==> images/placement_by_type.png <==
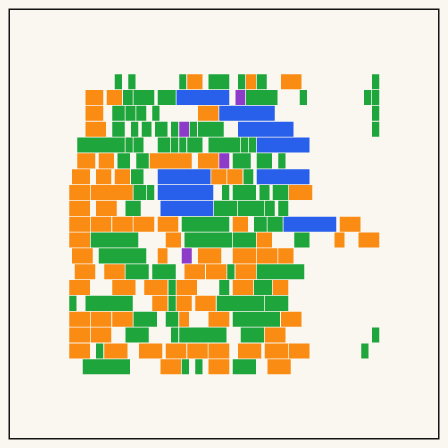
==> images/cell_density.png <==
The die is cut into 7 by 7 equal tiles; white is low, dark blue is high, 0 to 100% covered.
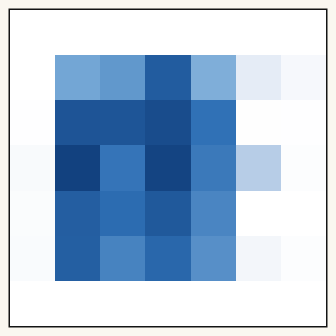
==> images/placement.png <==
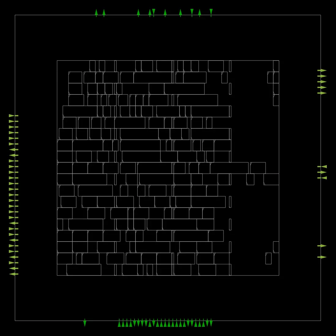
==> images/flops_by_reg.png <==
Scale bar: 20 um.
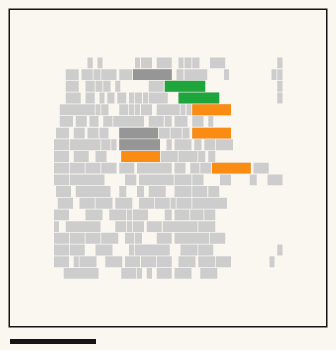
==> images/layer_met3.png <==
Scale bar: 20 um.
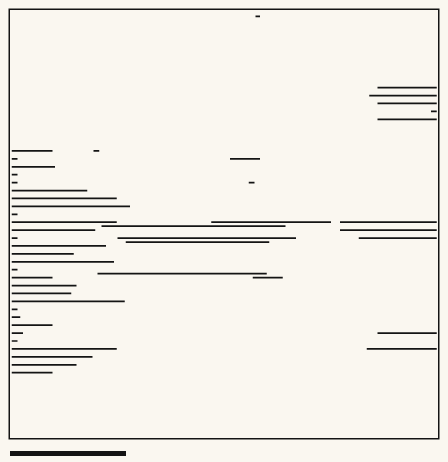
Design fifo_write_arbiter_flat, sky130hd; sources not shown.
==> PnR_summary.wiki <==
== Implementation results ==
{| class="wikitable"
! Metric !! Value
|-
| Crit end category || output pin
|-
| Mapped Cells || 103
|-
| Peak Freq || 467 MHz
|-
| Antenna fix cells || 0
|-
| Worst hold margin || 0.432 ns
|-
| Final Hold Violation Tally || 0
|-
| Die Area || 0.00540 mm2
|-
| Wire length of the first global-routing pass || 6.19 mm
|-
| Aggregate global-route resource usage || 14.5%
|-
| Slew Viols, Final || 0
|-
| Data arrival time of the critical path || 1.70 ns
|-
| Unique cell type count in the Yosys netlist || 32
|-
| Cell area after synthesis || 0.00100 mm2
|-
| Number of buffers added on ports || 58
|-
| Count of yosys warnings during synthesis || 0
|-
| Largest net degree at the start of global routing || 17
|-
| Power share of the combinational group || 74.6%
|-
| Switching power as a share of total power || 41.6%
|-
| Depth of the most critical reg-to-reg path || 6
|-
| Register area share after synthesis || 22.7%
|-
| Net Sw Power || 742 uW
|-
| Clock Latency Late Sink || 0.26 ns
|-
| Maxcap violations || 0
|-
| Fraction of final layout cells with drive strength greater than 1 || 35.6%
|-
| Max FO, Critical Path || 6
|-
| Worst ir drop on vdd || 0.734 mV
|-
| Cell area power density || 1020 mW/mm2
|-
| Number of clock buffers inserted by TritonCTS || 3
|-
| Type of the worst setup path || reg -> out
|-
| Root buffer cell || sky130_fd_sc_hd__clkbuf_2
|-
| Estimated wirelength of the detail-placed design || 2.96 mm
|-
| Wirelength per Cell || 18.7 um
|-
| Iteration count of the initial detailed-routing pass || 4
|-
| Total negative slack for setup checks || 0 ns
|-
| Vias in the first global route || 1209
|-
| Fin crit period || 2.14 ns
|-
| Final net count || 222
|-
| Maximum level of the CTS H-tree || 1
|-
| Drt initial violations || 24
|-
| Dominant cell type by area after synthesis || sky130_fd_sc_hd__dfrtp_1
|-
| Ratio of routed vias to standard cells || 5.26
|-
| CTS tree || built
|-
| Power share of the clock group || 6.2%
|-
| Yosys cell count || 103
|-
| Area fraction of the dominant cell type after synthesis || 17.5%
|-
| Total grt overflow || 0
|-
| Chip height || 73.5 um
|-
| Setup repair after global routing missed its margin || yes
|-
| Internal power component || 1.04 mW
|-
| Post-synth EDFFs || 0
|-
| Area reported by Yosys stat || 0.00100 mm2
|-
| Die span in x || 73.5 um
|-
| Period utilization || 97.4%
|-
| Primary flip-flop cell chosen by synthesis mapping || sky130_fd_sc_hd__dfrtp_1
|-
| Data required time of the worst path || 1.76 ns
|-
| Ys async rst share || 100%
|-
| Area added between synthesis and finish || 75.2%
|-
| Post-synth top cells || sky130_fd_sc_hd__buf_4 (16), sky130_fd_sc_hd__and3_1 (9), sky130_fd_sc_hd__nor2_1 (9)
|-
| Number of clock sinks || 9
|-
| Power, Total || 1.79 mW
|-
| Mean Syn Cell Area || 9.73 um2
|-
| I/O pins || 75
|-
| Result of the run || complete, no violations
|-
| Number of design rule violations left after detail routing || 0
|-
| RD Place Congestion || 0.823
|-
| Most frequent cell after synthesis || sky130_fd_sc_hd__buf_4
|-
| Clock Skews || 0.0146 ns
|-
| Post-route ant nets || 0
|-
| Area taken by multi-input logic gates || 733 um2
|-
| Worst reg-to-reg setup slack || 0.21 ns
|-
| Number of OpenROAD warnings || 28
|-
| Number of flip-flops under the largest register name || 4
|-
| Finish-stage setup viols || 0
|-
| Main area contributors || sky130_fd_sc_hd__dfrtp_1 (17%), sky130_fd_sc_hd__mux4_2 (13%), sky130_fd_sc_hd__buf_4 (12%)
|}
## Picture notes: placement_by_type.png
Key: orange = other buffers and delay cells [cells 75]; blue = flops [cells 9]; green = combinational and other logic [cells 89]; purple = clock drivers and dummy loads [cells 4]
Final Instance Area: 0.00176 mm2
core box area: 0.00276 mm2
site row count: 19
flop share of the area: 13.0%
final standard cell utilization of the core: 63.7%

## Picture notes: cell_density.png
The densest ninth of the die: centre. 45% of the tiles are nearly empty. 22% of the tiles are over 75% full.
floorplan core density: 36.3%

## Picture notes: placement.png
FFs & Latches: 9
final std cells w/o fill: 208
Filler cells: 218

## Picture notes: flops_by_reg.png
Key: green = u_core.ptr_q [flops 2]; orange = u_core.beat_q [flops 4]
sequential cell area: 229 um2
power of the sequential group: 343 uW

## Picture notes: layer_met3.png
The layer holds 13% of the routed length. The longest straight run is 31.3 um. The wires run mostly horizontal.
global routing usage on met3: 5.92%
routed wire length: 3.88 mm
overall via count from detail_route: 1095

## power groups by stage
stage,combinational [mW],clock [mW],sequential [mW]
floorplan,0.686,0,0.320
global placement,1.12,0,0.319
detailed placement,1.15,0,0.326
CTS,1.29,0.114,0.336
global route,1.43,0.119,0.351
finish,1.33,0.111,0.343
## layout make-up
| cell class | count | area share [%] |
|---|---|---|
| timing repair buffer | 75 | 41.2 |
| clock buffer | 4 | 1.14 |
| multi-input combinational | 86 | 41.8 |
| inverter | 3 | 0.641 |
| sequential | 9 | 13.0 |
| tap | 31 | 2.21 |
## per-layer routing
layer / vias to the layer above / part of all wire, % / track usage, %
met5: - / 0 / 0
met4: 0 / 1.6 / 5.80
met3: 6 / 13 / 5.92
met2: 53 / 53 / 26.3
met1: 539 / 32 / 14.2
li1: 497 / - / -
## layout by cell type (no fill, tap or decap), drive strengths merged
master and instances:
o31ai 2, o21ai 5, nand2b 3, dfstp 2, or2 1, a31oi 2
ha 1, nor4 2, nor3b 2, and3 9, a211o 1, nor2b 3
inv 3, nand3b 1, a21boi 1, nor2 9, and3b 1, mux2 2
clkbuf 5, mux2i 1, nand2 6, mux4 11, dlygate4sd2 4, clkdlybuf4s50 41
nand3 3, dfrtp 7, a21oi 3, conb 16, buf 29, and2b 1
## kinds of logic after synthesis
group	count (synthesis)	synth area share, %
simple gates	41	23.3
buf+inv	24	16.0
compound gates	14	8.36
mux	13	28.0
flops	9	22.7
fa+ha+maj	1	1.25
other cells	1	0.374
## critical path, stage by stage (launching register included)
cell and delay, ns:
sky130_fd_sc_hd__dfrtp_2 0.47, sky130_fd_sc_hd__buf_6 0.16, sky130_fd_sc_hd__mux4_2 0.49, sky130_fd_sc_hd__and3_4 0.19
sky130_fd_sc_hd__buf_6 0.12
## metrics by stage
| stage | std cells | cell area (um2) | setup WS (ns) |
|---|---|---|---|
| floorplan | 118 | 1060 | 0.179 |
| global placement | 197 | 1640 | -0.462 |
| detailed placement | 197 | 1640 | -0.489 |
| CTS | 208 | 1740 | 0.0474 |
| global route | 208 | 1760 | -0.0117 |
| finish | 208 | 1760 | 0.0567 |
## what timing repair did
action / 4_1_cts / 5_1_grt
cloned: 1 / 0
pin swaps: 5 / 8
gates resized: 82 / 11
hold buffers: 0 / 0
endpoints found under the setup margin: 15 / 16
buffers inserted: 6 / 0
Power and IR drop assume default switching activity.
